==> run_1/met3.png <==
(3 px per µm)
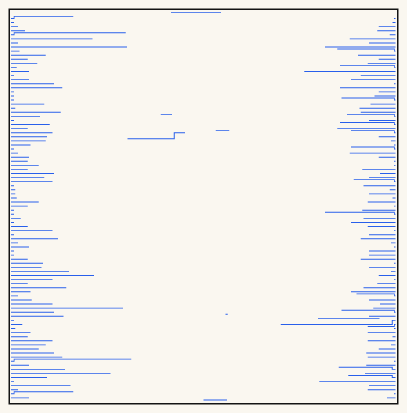
==> run_1/cell_classes.png <==
(2 px per µm)
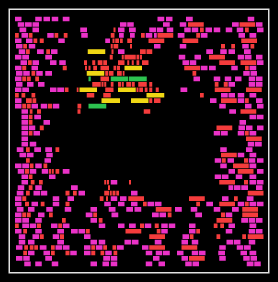
==> run_1/final_placement.png <==
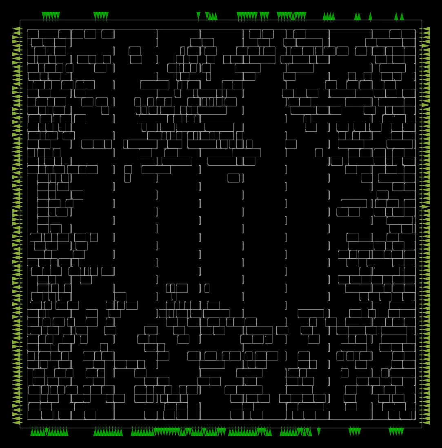
==> run_1/registers.png <==
(4 px per µm) Other sequential cells in the stronger gray, the rest of the logic in the fainter gray.
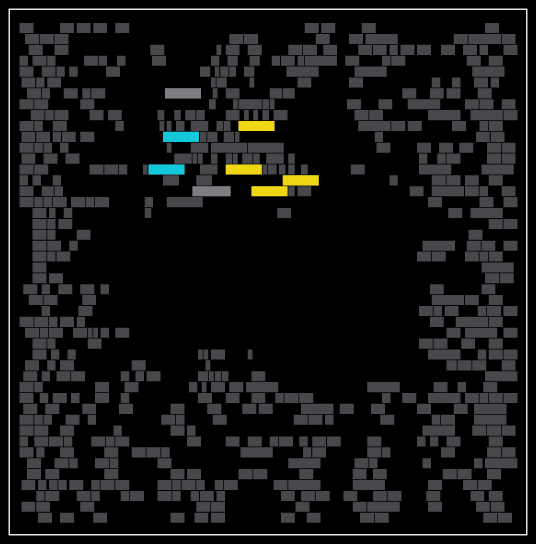
**config.mk**
```make
export PLATFORM = sky130hd
export DESIGN_NAME = apb_slave_decoder
export DESIGN_NICKNAME = d
export VERILOG_FILES = /design/src/rtl/apb_slave_decoder.sv
export SDC_FILE = /design/constraint.sdc
export NUM_CORES = 1
export LEC_CHECK = 0
export ABC_AREA = 0
export CORE_AREA = 2 2 127 129
export DETAILED_ROUTE_END_ITERATION = 10
export DIE_AREA = 0 0 129 131
export HOLD_SLACK_MARGIN = 0.1
export PLACE_DENSITY_LB_ADDON = 0.12
export SYNTH_ARGS = -nofsm -noshare
export SYNTH_HDL_FRONTEND = slang
export SYNTH_SLANG_ARGS = --single-unit
export TNS_END_PERCENT = 30
```
**constraint.sdc**
```tcl
create_clock -name PCLK -period 6.5 [get_ports PCLK]
set_input_delay 1.625 -clock PCLK [delete_from_list [all_inputs] [get_ports PCLK]]
set_output_delay 1.625 -clock PCLK [all_outputs]
set_load 0.01 [all_outputs]
```
**src/rtl/apb_slave_decoder.sv**
```systemverilog
// ----------------------------------------------------------------------------
// apb_slave_decoder
//
// Purpose:
//   1-to-NUM_SLAVES APB address decoder placed directly downstream of the
//   N:1 APB master mux. Each transfer is routed to one peripheral region
//   selected by address. Unmapped addresses are answered locally with an
//   error response. A watchdog aborts transfers whose slave holds PREADY low
//   for TIMEOUT_CYCLES ACCESS cycles.
//
//   Region i spans [BASE_ADDR + (i << REGION_BITS),
//                   BASE_ADDR + ((i + 1) << REGION_BITS)).
//   Addresses below BASE_ADDR never wrap into a region.
//
// Ports:
//   PCLK, PRESETn        APB clock and asynchronous active-low reset
//   P*_s                 upstream APB completer port (from the master mux)
//   PSEL_m               one-hot per-slave select
//   PENABLE_m            broadcast enable, gated by the transfer FSM
//   PADDR_m/PWRITE_m/PWDATA_m/PSTRB_m/PPROT_m
//                        broadcast copies of the upstream request
//   PRDATA_m/PREADY_m/PSLVERR_m
//                        per-slave response inputs
//   decode_err_o         1-cycle pulse when an unmapped transfer completes
//   timeout_err_o        1-cycle pulse when the watchdog forces completion
//
// While PRESETn is low every output is held at zero combinationally, so a
// slave sees its select drop the instant reset asserts, even mid-transfer.
// ----------------------------------------------------------------------------
module apb_slave_decoder #(
   parameter int                        NUM_SLAVES     = 4,
   parameter int                        APB_ADDR_WIDTH = 32,
   parameter int                        APB_DATA_WIDTH = 32,
   parameter int                        APB_STRB_WIDTH = APB_DATA_WIDTH / 8,
   parameter logic [APB_ADDR_WIDTH-1:0] BASE_ADDR      = 32'h4000_0000,
   parameter int                        REGION_BITS    = 12,
   parameter int                        TIMEOUT_CYCLES = 16
) (
   input  logic                      PCLK,
   input  logic                      PRESETn,
   // upstream side
   input  logic                      PSEL_s,
   input  logic [APB_ADDR_WIDTH-1:0] PADDR_s,
   input  logic                      PWRITE_s,
   input  logic [APB_DATA_WIDTH-1:0] PWDATA_s,
   input  logic                      PENABLE_s,
   input  logic [APB_STRB_WIDTH-1:0] PSTRB_s,
   input  logic [2:0]                PPROT_s,
   output logic [APB_DATA_WIDTH-1:0] PRDATA_s,
   output logic                      PREADY_s,
   output logic                      PSLVERR_s,
   // downstream side
   output logic [NUM_SLAVES-1:0]     PSEL_m,
   output logic [APB_ADDR_WIDTH-1:0] PADDR_m,
   output logic                      PWRITE_m,
   output logic [APB_DATA_WIDTH-1:0] PWDATA_m,
   output logic                      PENABLE_m,
   output logic [APB_STRB_WIDTH-1:0] PSTRB_m,
   output logic [2:0]                PPROT_m,
   input  logic [APB_DATA_WIDTH-1:0] PRDATA_m [NUM_SLAVES],
   input  logic [NUM_SLAVES-1:0]     PREADY_m,
   input  logic [NUM_SLAVES-1:0]     PSLVERR_m,
   // status pulses
   output logic                      decode_err_o,
   output logic                      timeout_err_o
);

   localparam int IDX_W = (NUM_SLAVES > 1) ? $clog2(NUM_SLAVES) : 1;
   localparam int CNT_W = $clog2(TIMEOUT_CYCLES);

   localparam logic [APB_ADDR_WIDTH-1:0] NUM_SLAVES_A = APB_ADDR_WIDTH'(NUM_SLAVES);
   localparam logic [CNT_W-1:0]          CNT_LAST     = CNT_W'(TIMEOUT_CYCLES - 1);
   localparam logic [NUM_SLAVES-1:0]     SEL_LSB      = NUM_SLAVES'(1);

   typedef enum logic [1:0] {
      ST_IDLE   = 2'd0,
      ST_ACCESS = 2'd1,
      ST_DERR   = 2'd2
   } state_t;

   // ------------------------------------------------------------------
   // Address decode
   // ------------------------------------------------------------------
   logic [APB_ADDR_WIDTH-1:0] off;
   logic [APB_ADDR_WIDTH-1:0] sidx;
   logic [IDX_W-1:0]          sidx_short;
   logic                      hit;

   // The subtraction wraps for addresses below base, so the explicit
   // lower-bound compare is what keeps those addresses unmapped.
   assign off        = PADDR_s - BASE_ADDR;
   assign sidx       = off >> REGION_BITS;
   assign sidx_short = sidx[IDX_W-1:0];
   assign hit        = (PADDR_s >= BASE_ADDR) && (sidx < NUM_SLAVES_A);

   // ------------------------------------------------------------------
   // State
   // ------------------------------------------------------------------
   state_t           state;
   state_t           state_nxt;
   logic [IDX_W-1:0] idx;
   logic [IDX_W-1:0] idx_nxt;
   logic [CNT_W-1:0] cnt;
   logic [CNT_W-1:0] cnt_nxt;

   // Internal (pre-reset-gating) versions of the outputs.
   logic [NUM_SLAVES-1:0]     psel;
   logic                      penable;
   logic [APB_DATA_WIDTH-1:0] prdata;
   logic                      pready;
   logic                      pslverr;
   logic                      derr;
   logic                      terr;

   // State, latched slave index and watchdog counter registers.
   always_ff @(posedge PCLK or negedge PRESETn) begin
      if (!PRESETn) begin
         state <= ST_IDLE;
         idx   <= '0;
         cnt   <= '0;
      end else begin
         state <= state_nxt;
         idx   <= idx_nxt;
         cnt   <= cnt_nxt;
      end
   end

   // Next-state logic and transfer-phase output decode.
   always_comb begin
      state_nxt = state;
      idx_nxt   = idx;
      cnt_nxt   = cnt;
      psel      = '0;
      penable   = 1'b0;
      prdata    = '0;
      pready    = 1'b0;
      pslverr   = 1'b0;
      derr      = 1'b0;
      terr      = 1'b0;

      case (state)
         ST_IDLE: begin
            // Only a proper setup phase is accepted; PSEL with PENABLE
            // already high here is a protocol error and is ignored.
            if (PSEL_s && !PENABLE_s) begin
               if (hit) begin
                  psel      = SEL_LSB << sidx_short;
                  state_nxt = ST_ACCESS;
               end else begin
                  psel      = '0;
                  state_nxt = ST_DERR;
               end
               idx_nxt = sidx_short;
               cnt_nxt = '0;
            end else begin
               state_nxt = ST_IDLE;
            end
         end

         ST_ACCESS: begin
            if (!PSEL_s) begin
               // Master abandoned the transfer: silently return to idle.
               state_nxt = ST_IDLE;
            end else begin
               psel    = SEL_LSB << idx;
               penable = PENABLE_s;
               if (PREADY_m[idx]) begin
                  // Slave response wins even on the expiry cycle.
                  prdata    = PRDATA_m[idx];
                  pready    = 1'b1;
                  pslverr   = PSLVERR_m[idx];
                  state_nxt = ST_IDLE;
               end else if (cnt == CNT_LAST) begin
                  prdata    = '0;
                  pready    = 1'b1;
                  pslverr   = 1'b1;
                  terr      = 1'b1;
                  state_nxt = ST_IDLE;
               end else begin
                  prdata    = PRDATA_m[idx];
                  pslverr   = PSLVERR_m[idx];
                  cnt_nxt   = cnt + CNT_W'(1);
                  state_nxt = ST_ACCESS;
               end
            end
         end

         ST_DERR: begin
            if (!PSEL_s) begin
               state_nxt = ST_IDLE;
            end else if (PENABLE_s) begin
               pready    = 1'b1;
               pslverr   = 1'b1;
               derr      = 1'b1;
               state_nxt = ST_IDLE;
            end else begin
               state_nxt = ST_DERR;
            end
         end

         default: begin
            state_nxt = ST_IDLE;
         end
      endcase
   end

   // ------------------------------------------------------------------
   // Outputs: forced to zero while PRESETn is low, independent of PCLK.
   // ------------------------------------------------------------------
   assign PSEL_m        = PRESETn ? psel    : '0;
   assign PENABLE_m     = PRESETn ? penable : 1'b0;
   assign PRDATA_s      = PRESETn ? prdata  : '0;
   assign PREADY_s      = PRESETn ? pready  : 1'b0;
   assign PSLVERR_s     = PRESETn ? pslverr : 1'b0;
   assign decode_err_o  = PRESETn ? derr    : 1'b0;
   assign timeout_err_o = PRESETn ? terr    : 1'b0;

   assign PADDR_m  = PRESETn ? PADDR_s  : '0;
   assign PWRITE_m = PRESETn ? PWRITE_s : 1'b0;
   assign PWDATA_m = PRESETn ? PWDATA_s : '0;
   assign PSTRB_m  = PRESETn ? PSTRB_s  : '0;
   assign PPROT_m  = PRESETn ? PPROT_s  : 3'b000;

endmodule

```
==> changes_impl.md, run 1 <==
### Implementation results

* Outcome: finished, final reports clean
* Startpoint types: primary input
* Vias in the first global route at 3392
* Total GRT Usage at 0.143
* Worst Hold Class: register to register
* IO Port Bufs at 324
* Yosys stat cell total at 244
* Clk sinks at 8
* Height of the die at 131 µm
* Crit Path Max Fanout at 5
* Max-slew violation count at 0
* Clk slew on worst S/H paths at 0.04 ns
* Final setup fails at 0
* Die area at 16900 µm²
* WP data required at 4.88 ns
* I/O pins at 325
* DR iter-0 viols at 53
* Setup Buffers After CTS at 0
* Final wirelength at 13200 µm
* Seq share, synth at 0.0909
* Syn_nets at 461
* Worst-Margin Slew at 0.814 ns
* Gpl congestion at 0.782
* DR pass1 iterations at 4
* Max_slew headroom at 0.457
* TritonCTS clock tree: yes
* Syn avg cell area at 9.03 µm²
* Post-Synthesis Cells at 244
* Leakage Power at 2.17 nW
* Final worst slack at 0.873 ns
* Pre-CTS WS at 0.759 ns
* FMAX at 178 MHz
* Final Hold Viols at 0
* Synth warn at 0
* Nets at 772
* Hold buffer count at cts at 0
* Worst setup path class: primary input to primary output
* Syn Std Cell Area at 2200 µm²
* Layout cells sized above 1 at 0.0903
* Clk_lat worst skew at 0.23 ns
* Max IR drop VDD at 0.0705 mV
* Setup TNS at 0 ns
* TritonCTS Buffers at 3
* Most frequent logic cell in the layout: clkdlybuf4s50_1
* DIE WIDTH at 129 µm
* Post-route ant nets at 0
* Area grow syn2layout at 159%
* Clock buffer depth at 2
* RSZ-0062 raised after global routing: false
* WL/cell at 17.2 µm
* Register area at 201 µm²
* Max H-tree Level at 1
* Antenna cells at 0
* Pin count of the biggest net entering global routing at 77
* Post-layout power at 0.523 mW
* CTS root buf: clkbuf_16
* Most instantiated logic cells after routing: clkdlybuf4s50_1, and2_1, mux4_2
* Core area at 15600 µm²
* Synth Register Bits at 8
* Crit. End Element: primary output
* Logic area at 1870 µm²
* Final Skew at 0.00227 ns
* Initial Util at 0.141
* First-pass GRT wire length at 18600 µm
* Vias per inst at 4.07
* Period utilization at 0.866
* Distinct cells, synth at 35
## Picture notes: met3.png
The layer carries 1830 µm of wire. 193 nets have wire on it.

## Picture notes: cell_classes.png
Yellow marks flip-flops, cells 8. Red marks all other logic, cells 214. Magenta marks other buffers and delay cells, cells 328. Green marks clock drivers and dummy loads, cells 4.

## Picture notes: final_placement.png
Rows: 46
final core occ: 0.366
sequential cell area share: 0.0353
FILL cells: 1590

## Picture notes: registers.png
Yellow marks `cnt`, placed flops 4. Cyan marks `state`, placed flops 2.

[run 1: through the flow]
stage          instance area (µm²)  hold slack (ns)  instances
5_1_grt                       5700            0.620        770
4_1_cts                       5700            0.599        770
3_5_place_dp                  5630            0.594        766
2_1_floorplan                 2200            0.544        244
3_3_place_gp                  5630            0.580        766
6_report                      5700            0.590        770
[run 1: where the power goes]
| part | internal [mW] | leakage, nW | total (mW) | switching [mW] |
|---|---|---|---|---|
| Combinational | 0.244 | 2.03 | 0.348 | 0.104 |
| Sequential | 0.0526 | 0.105 | 0.0690 | 0.0164 |
| Clock | 0.0817 | 0.0382 | 0.106 | 0.0244 |
| Total | 0.379 | 2.17 | 0.523 | 0.145 |
[run 1: routing by layer]
layer / wire [µm] / global-route usage / vias to the layer above
li1: - / - / 1518
met4: 62 / 0.0134 / 0
met2: 7120 / 0.297 / 198
met1: 4230 / 0.131 / 1415
met3: 1830 / 0.0631 / 4
met5: 0 / 0 / -
[run 1: final timing paths]
kind	from	to	slack [ns]	cells after the start
setup reg to reg	idx[0]	cnt[3]	4.21	4
min in group asynchronous	PRESETn	idx[1]	1.24	1
hold reg to reg	cnt[0]	cnt[0]	0.59	2
max in group asynchronous	PRESETn	state[1]	4.50	2
setup / recovery	PADDR_s[21]	PSEL_m[2]	0.87	6
hold / removal	cnt[0]	cnt[0]	0.59	2
[run 1: cell usage after synthesis]
cell,instances,share of area
mux2i_1,1,0.0045
dfrtp_1,8,0.091
ha_1,5,0.028
buf_2,2,0.0045
o21bai_1,1,0.0034
buf_4,1,0.0034
a21o_1,1,0.0034
mux4_2,34,0.35
buf_1,1,0.0017
buf_6,3,0.015
nor3_1,3,0.0068
a21oi_1,4,0.0091
nand3_1,6,0.014
o21ai_1,5,0.011
or2_4,1,0.0040
nand2_1,9,0.015
a21bo_2,1,0.0045
o31ai_1,1,0.0034
o21a_1,1,0.0034
nor4b_1,1,0.0040
nor3b_1,1,0.0034
nor4_1,3,0.0085
mux2_2,2,0.010
nor2b_2,1,0.0040
nor3_4,1,0.0074
clkbuf_1,13,0.022
o21ai_0,3,0.0068
and4b_1,2,0.0091
nand3b_1,2,0.0068
inv_1,5,0.0085
and3_1,33,0.094
nor2_1,12,0.020
and2_1,72,0.20
or3_1,3,0.0085
clkbuf_4,2,0.0068
[run 1: critical path: stages]
cell and delay, ns:
clkdlybuf4s50_1 0.41, nor4_1 0.44, nand3_1 0.18, or3_1 0.50, o31ai_1 0.25, clkdlybuf4s50_1 0.60
[run 1: area by class of cell]
type	count	share of cell area
multi-input combinational	209	0.327
tap	216	0.0474
sequential	8	0.0353
inverter	5	0.00329
timing repair buffer	328	0.573
clock buffer	4	0.0138
[run 1: flip-flops by register name, summed over array words and instances (netlist names)]
signal / cells
cnt: 4
idx: 2
state: 2
[run 1: kinds of logic after synthesis]
logic type               Yosys count  synth area share
adder cells (fa/ha/maj)            5            0.0284
flip-flops                         8            0.0909
buffers and inverters             27            0.0625
AND-OR/OR-AND                     17            0.0455
AND/OR/NAND/NOR                  150             0.410
multiplexers                      37             0.362
==> run_1/metal_stack.png <==
(3 px per µm) Two of the layers only.
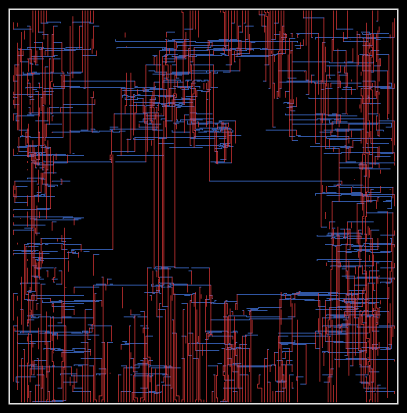

--- run 2 (diff from run 1) ---
==> constraint.sdc (replaced) <==
create_clock -name PCLK -period 7.2 [get_ports PCLK]
set_input_delay 1.8 -clock PCLK [delete_from_list [all_inputs] [get_ports PCLK]]
set_output_delay 1.8 -clock PCLK [all_outputs]
set_load 0.01 [all_outputs]
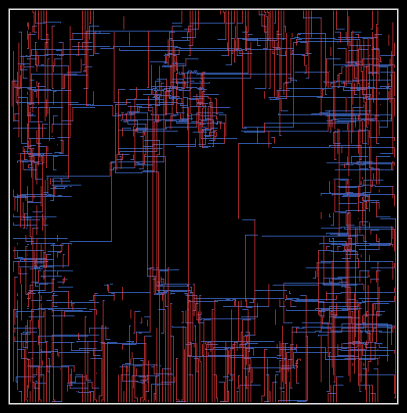
(run_2/metal_stack.png)
(3 px per µm) Two of the layers only.
Blue marks met1, wire length 4420 µm. Red marks met2, wire length 7000 µm.

==> run 2 against run 1 <==
Effect of this change: clock skew up 0.00094 ns; cell area unchanged; register-to-register slack better by 0.53 ns; clock power down 8%; combinational power down 9.5%; via count up 2.6%; sequential share of layout area unchanged; synthesized cell count unchanged.
==> changes_impl.md, run 2 <==
### Implementation results

* Post-route ant nets at 0 (unchanged)
* Switching portion of total power at 0.276 (-0.000468)
* Seq share, synth at 0.0909 (unchanged)
* Height of the die at 131 µm (unchanged)
* Max-slew violation count at 0 (unchanged)
* Hold buffer count at cts at 0 (unchanged)
* Period utilization at 0.835
* Total GRT Usage at 0.142 (-0.000849)
* Most frequent logic cell in the layout: clkdlybuf4s50_1
* Post-synth area hogs: mux4_2, and2_1, and3_1
* Final setup fails at 0 (unchanged)
* Vias per inst at 4.18 (+2.6%)
* Clk sinks at 8 (unchanged)
* Ys async rst share at 1.00 (unchanged)
* Syn avg cell area at 9.03 µm² (unchanged)
* Final worst slack at 1.19 ns (+0.318 ns)
* IO Port Bufs at 324 (unchanged)
* Final Skew at 0.00321 ns (+0.000937 ns)
* Final core occ at 0.366 (unchanged)
* DR pass1 iterations at 4 (unchanged)
* Leakage Power at 2.17 nW (unchanged)
* Area grow syn2layout at 159% (unchanged)
* Post-Synthesis Cells at 244 (unchanged)
* Final wirelength at 13300 µm (+0.21%)
* Clk slew on worst S/H paths at 0.04 ns (about the same)
* Outcome: finished, final reports clean
* Rows at 46 (unchanged)
* Count leader, synth: and2_1
* Nets at 772 (unchanged)
* Reg-to-Reg Start: idx[0]
* Clk_lat worst skew at 0.23 ns (about the same)
* Final Hold Viols at 0 (unchanged)
* Initial Util at 0.141 (unchanged)
* Mux frac, synth at 0.362 (unchanged)
* DIE WIDTH at 129 µm (unchanged)
* I/O pins at 325 (unchanged)
* R2r worst-path depth at 5 (+1)
* Flop2flop setup slack at 4.74 ns (+0.53 ns)
* CP startpoint: PADDR_s[21]
* Psw at 0.130 mW (-10%)
* Comb pwr share at 0.667 (+0.002)
* Die area at 16900 µm² (unchanged)
* Cell-internal power at 0.342 mW (-9.8%)
* Syn_nets at 461 (unchanged)
* Post-synth top area cell: mux4_2
* Synth top cells by count: and2_1, mux4_2, and3_1
* Worst Setup EP: PSEL_m[2]
* Clock power share at 0.207 (+0.004)
* Post-layout power at 0.472 mW (-9.8%)
* Adders+Majority by Area at 0.0284 (unchanged)
* Syn Std Cell Area at 2200 µm² (unchanged)
* Synth Register Bits at 8 (unchanged)
* Worst Hold Class: register to register
* Setup TNS at 0 ns (unchanged)
* Clock buffer depth at 2 (unchanged)
* Worst setup path class: primary input to primary output
* Crit Path Max Fanout at 5 (unchanged)
* Post-synth top area share at 0.348 (unchanged)
* Crit. End Element: primary output
* Antenna cells at 0 (unchanged)
* Max_slew headroom at 0.567 (+0.109)
* Reg-to-Reg End: cnt[3]
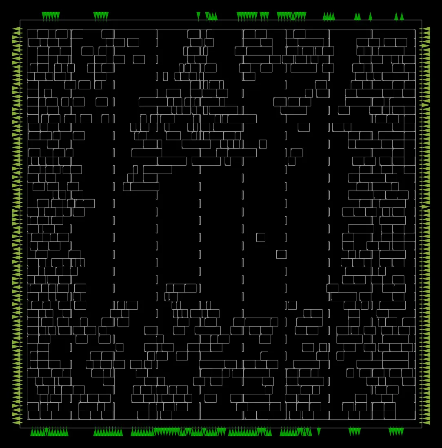
(run_2/final_placement.png)
Flops: 8
core area: 15600 µm²
post-route insts no fill: 770
Tap Count: 216
FILL cells: 1620

-- run 2: cell counts in the layout (fill, tap and decap cells not counted) --
Identical to the previous run, type by type.
-- run 2: logic make-up after synthesis --
group | Yosys count
fa+ha+maj | 5
mux | 37
compound gates | 17
flops | 8
buf+inv | 27
simple gates | 150
-- run 2: routing by layer --
layer	global-route usage	part of all wire	vias to the layer above
met5	0	0	-
met4	0.0237	0.011	0
met3	0.0639	0.13	8
met2	0.288	0.53	202
met1	0.132	0.33	1485
li1	-	-	1520
-- run 2: power by group through the flow --
stage                     Clock [mW]  Sequential (mW)  Combinational, mW
after floorplan                    0           0.0497              0.150
after global placement             0           0.0603              0.318
after detailed placement           0           0.0606              0.319
after CTS                     0.0999           0.0600              0.321
after global routing           0.102           0.0608              0.338
final                         0.0977           0.0592              0.315
-- run 2: metrics by stage --
step                hold WS [ns]  area (µm²)
global route               0.633        5700
finish                     0.612        5700
floorplan                  0.544        2200
detailed placement         0.603        5630
CTS                        0.612        5700
global placement           0.587        5630
-- run 2: cell type report --
| cell class | instances | area (µm²) | area share |
|---|---|---|---|
| Sequential cell | 8 | 201 | 0.0353 |
| Inverter | 5 | 18.8 | 0.00329 |
| Timing Repair Buffer | 328 | 3270 | 0.573 |
| Tap cell | 216 | 270 | 0.0474 |
| Multi-Input combinational cell | 209 | 1870 | 0.327 |
| Clock buffer | 4 | 78.8 | 0.0138 |
-- run 2: worst min-delay path by stage --
| stage | to | cells past startpoint |
|---|---|---|
| after global routing | cnt[0] | 2 |
| final | cnt[0] | 2 |
| after detailed placement | cnt[3] | 2 |
| after CTS | cnt[0] | 2 |
| after floorplan | cnt[0] | 2 |
| after global placement | cnt[0] | 2 |
-- run 2: critical path, stage by stage --
cell             delay [ns]
clkdlybuf4s50_1        0.41
nor4_1                 0.42
nand3_1                0.19
or3_1                  0.51
o31ai_1                0.28
clkdlybuf4s50_1        0.60
==> run_2/met3.png <==
(3 px per µm)
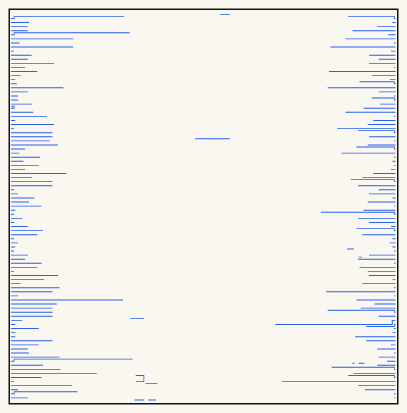

--- run 3 (diff from run 2) ---
==> constraint.sdc (replaced) <==
create_clock -name PCLK -period 5.05 [get_ports PCLK]
set_input_delay 1.2625 -clock PCLK [delete_from_list [all_inputs] [get_ports PCLK]]
set_output_delay 1.2625 -clock PCLK [all_outputs]
set_load 0.01 [all_outputs]
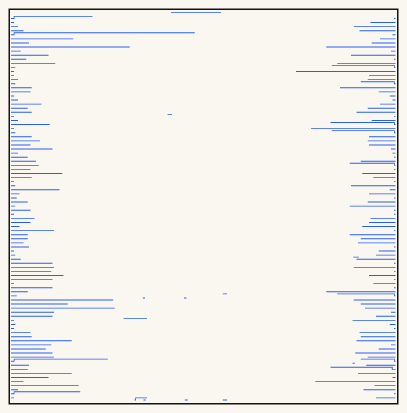
(run_3/met3.png)
(3 px per µm)
194 nets have wire on it. The wires run mostly horizontal. The layer holds 13% of the routed length.

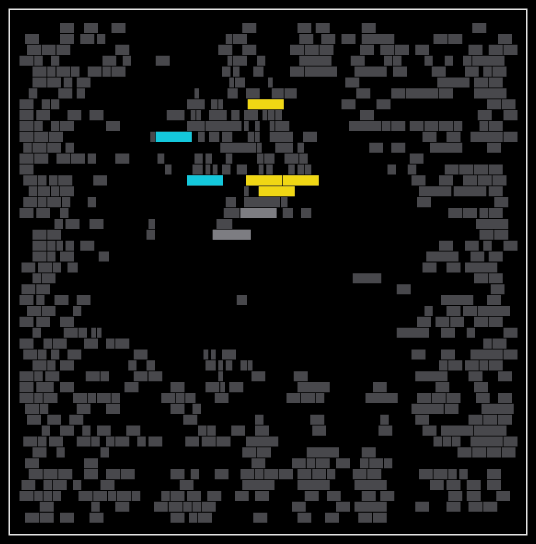
(run_3/registers.png)
(4 px per µm) Other sequential cells in the stronger gray, the rest of the logic in the fainter gray.
Cyan marks `state`, placed flops 2. Yellow marks `cnt`, placed flops 4.
Another 2 sequential cells are not colored.

==> run 3 against run 2 <==
Effect of this change: core utilization rose by 0.41 points; count of clock-buffer cells in the layout is the same; worst setup slack worse by 1.0 ns; clock power grew 42%; global-route usage up 0.65 points; die size did not move; clock skew fell by 0.0029 ns; critical path type unchanged; largest cell class unchanged; largest power group unchanged.
==> changes_impl.md, run 3 <==
### Implementation results

* First-pass GRT wire length at 19300 µm
* DIE WIDTH at 129 µm (unchanged)
* Seq pwr share at 0.118
* PwrDens at 119 nW/µm²
* TritonCTS Buffers at 3
* Final worst slack at 0.176 ns (-1.02 ns)
* Post-Synthesis Cells at 244 (unchanged)
* Crit. End Element: primary output
* Most frequent CP cell: clkdlybuf4s50_1
* FMAX at 205 MHz
* Worst Hold Class: register to register
* Ys async rst share at 1.00 (unchanged)
* Total GRT Usage at 0.149 (+0.00655)
* Post-synth top area cell: mux4_2
* Final setup fails at 0 (unchanged)
* Clk slew on worst S/H paths at 0.04 ns (about the same)
* Synth warn at 0
* IO Port Bufs at 324 (unchanged)
* Period utilization at 0.965
* Initial antenna violation count at 0
* Leakage Power at 2.20 nW (+1.6%)
* Syn Std Cell Area at 2200 µm² (unchanged)
* Layout cells sized above 1 at 0.102
* Max Cap Viol at 0
* Max_slew headroom at 0.672 (+0.105)
* Final Skew at 0.000348 ns (-0.00286 ns)
* Core area at 15600 µm² (unchanged)
* Met3 GRT Util at 0.0623 (-0.00163)
* Clock power share at 0.204 (-0.003)
* Cell-internal power at 0.495 mW (+45%)
* Vias per inst at 4.12 (-1.4%)
* Post-route ant nets at 0 (unchanged)
* DR pass1 iterations at 4 (unchanged)
* Worst setup path class: primary input to primary output
* Min Tclk post-route at 4.87 ns
* Height of the die at 131 µm (unchanged)
* Pre-CTS WS at 0.0213 ns
* Yosys stat area at 2200 µm²
* Post-synth top area share at 0.348 (unchanged)
* Vias in the first global route at 3489
* Vias at 3195
* Worst-path cell chain: clkdlybuf4s50_1, nor4_2, buf_4, nand3_1, or3_1, o31ai_1, clkdlybuf4s50_1
* Count leader, synth: and2_1
* Max H-tree Level at 1
* Nets at 778 (+0.78%)
* Met1 Resource Use GR at 0.143 (+0.0109)
* Clk sinks at 8 (unchanged)
* DR iter-0 viols at 67
* Worst-Margin Slew at 0.492 ns
* CTS root buf: clkbuf_16
* Syn avg cell area at 9.03 µm² (unchanged)
* Synth top cells by count: and2_1, mux4_2, and3_1
* Hold Slack at 0.603 ns (-0.00951 ns)
* Max reg flops at 4
* Comb pwr share at 0.679 (+0.012)
* Clock buffer depth at 2 (unchanged)
* Most instantiated logic cells after routing: clkdlybuf4s50_1, and2_1, mux4_2
* Most frequent logic cell in the layout: clkdlybuf4s50_1
* Grt total ovfl at 0
* Post-synth area hogs: mux4_2, and2_1, and3_1
* Post-layout power at 0.685 mW (+45%)
* Antenna cells at 0 (unchanged)
* Biggest regs: cnt: 4 flops, idx: 2 flops, state: 2 flops
* Crit Path Max Fanout at 5 (unchanged)
* Main synth FF type: dfrtp_1
* Max-slew violation count at 0 (unchanged)
* Slowest CP cell: clkdlybuf4s50_1
* Pin count of the biggest net entering global routing at 34
* WP data required at 3.79 ns
* Synth Register Bits at 8 (unchanged)
* Outcome: finished, final reports clean
* Most flops, register: cnt
* Final Hold Viols at 0 (unchanged)
* Max incr delay on CP at 0.59 ns (about the same)
* Psw at 0.190 mW (+46%)
* Final wirelength at 13600 µm (+2.3%)
* Yosys stat cell total at 244
* WL/cell at 17.5 µm
* Post-detail-place hpwl at 11400 µm
* Seq share, synth at 0.0909 (unchanged)
* Clk_lat worst skew at 0.23 ns (about the same)
* Met2 GRT Util at 0.297 (+0.00934)
* Startpoint types: primary input
* Syn_nets at 461 (unchanged)
* Setup TNS at 0 ns (unchanged)
* Gpl congestion at 0.742
* DR DRC count at 0
* Max IR drop VDD at 0.0916 mV
* Area grow syn2layout at 162%
* Hold buffer count at cts at 0 (unchanged)
* TritonCTS clock tree: yes
* Gr busiest metal: met2
* Initial Util at 0.141 (unchanged)
* RSZ-0062 raised after global routing: false
* I/O pins at 325 (unchanged)
* Number of synthesized flops with an enable pin at 0
* Switching portion of total power at 0.278 (+0.00138)
* Crit path DAT at 3.61 ns
* Rows at 46 (unchanged)
* OpenROAD warning count at 29
* Distinct cells, synth at 35
* Die area at 16900 µm² (unchanged)
[run 3: cell counts after synthesis]
Identical to the previous run, type by type.
[run 3: power by group through the flow]
stage | Combinational (mW) | Clock [mW] | Sequential, mW
finish | 0.465 | 0.139 | 0.0806
global route | 0.499 | 0.143 | 0.0829
CTS | 0.473 | 0.141 | 0.0815
detailed placement | 0.470 | 0 | 0.0824
global placement | 0.469 | 0 | 0.0822
floorplan | 0.213 | 0 | 0.0709
[run 3: critical path, delay by kind of cell]
family | cells | cell delay (ns)
compound gates | 1 | 0.24
simple gates | 3 | 0.92
buf+inv | 3 | 1.18
[run 3: cell families (layout without fill, tap and decap cells)]
family,Yosys count,after routing,synth area share
buffers and inverters,27,343,0.0625
adders and majority gates,5,5,0.0284
DFF,8,8,0.0909
muxes,37,37,0.362
AOI/OAI and AO/OA,17,17,0.0455
and+or+nand+nor,150,150,0.410
[run 3: layer usage]
layer	vias up	wire, µm
li1	1530	-
met1	1453	4530
met2	200	7120
met3	12	1730
met4	0	199
met5	-	0
[run 3: timing repair]
action | CTS | global route
setup buffers | 0 | 0
gates resized | 0 | 1
setup endpoints to repair | 0 | 3
[run 3: per-stage QoR]
stage | util | std cells | cell area, µm²
final | 0.370 | 776 | 5770
after global routing | 0.370 | 776 | 5770
after CTS | 0.369 | 776 | 5760
after detailed placement | 0.364 | 772 | 5680
after global placement | 0.364 | 772 | 5680
after floorplan | - | 244 | 2200
[run 3: area by class of cell]
class / instances / area [µm²]
multi-input combinational: 209 / 1870
fill: 1616 / 9830
timing repair buffer: 334 / 3330
tap: 216 / 270
inverter: 5 / 18.8
clock buffer: 4 / 78.8
sequential: 8 / 201
[run 3: worst paths after layout]
kind | startpoint | to | slack, ns | cells after the start
setup / recovery | PADDR_s[21] | PSEL_m[2] | 0.18 | 7
hold / removal | cnt[0] | cnt[0] | 0.60 | 2
hold reg to reg | cnt[0] | cnt[0] | 0.60 | 2
setup reg to reg | idx[0] | cnt[2] | 3.06 | 4
max in group asynchronous | PRESETn | idx[0] | 3.41 | 2
min in group asynchronous | PRESETn | state[0] | 1.39 | 2
Power and IR drop assume default switching activity.
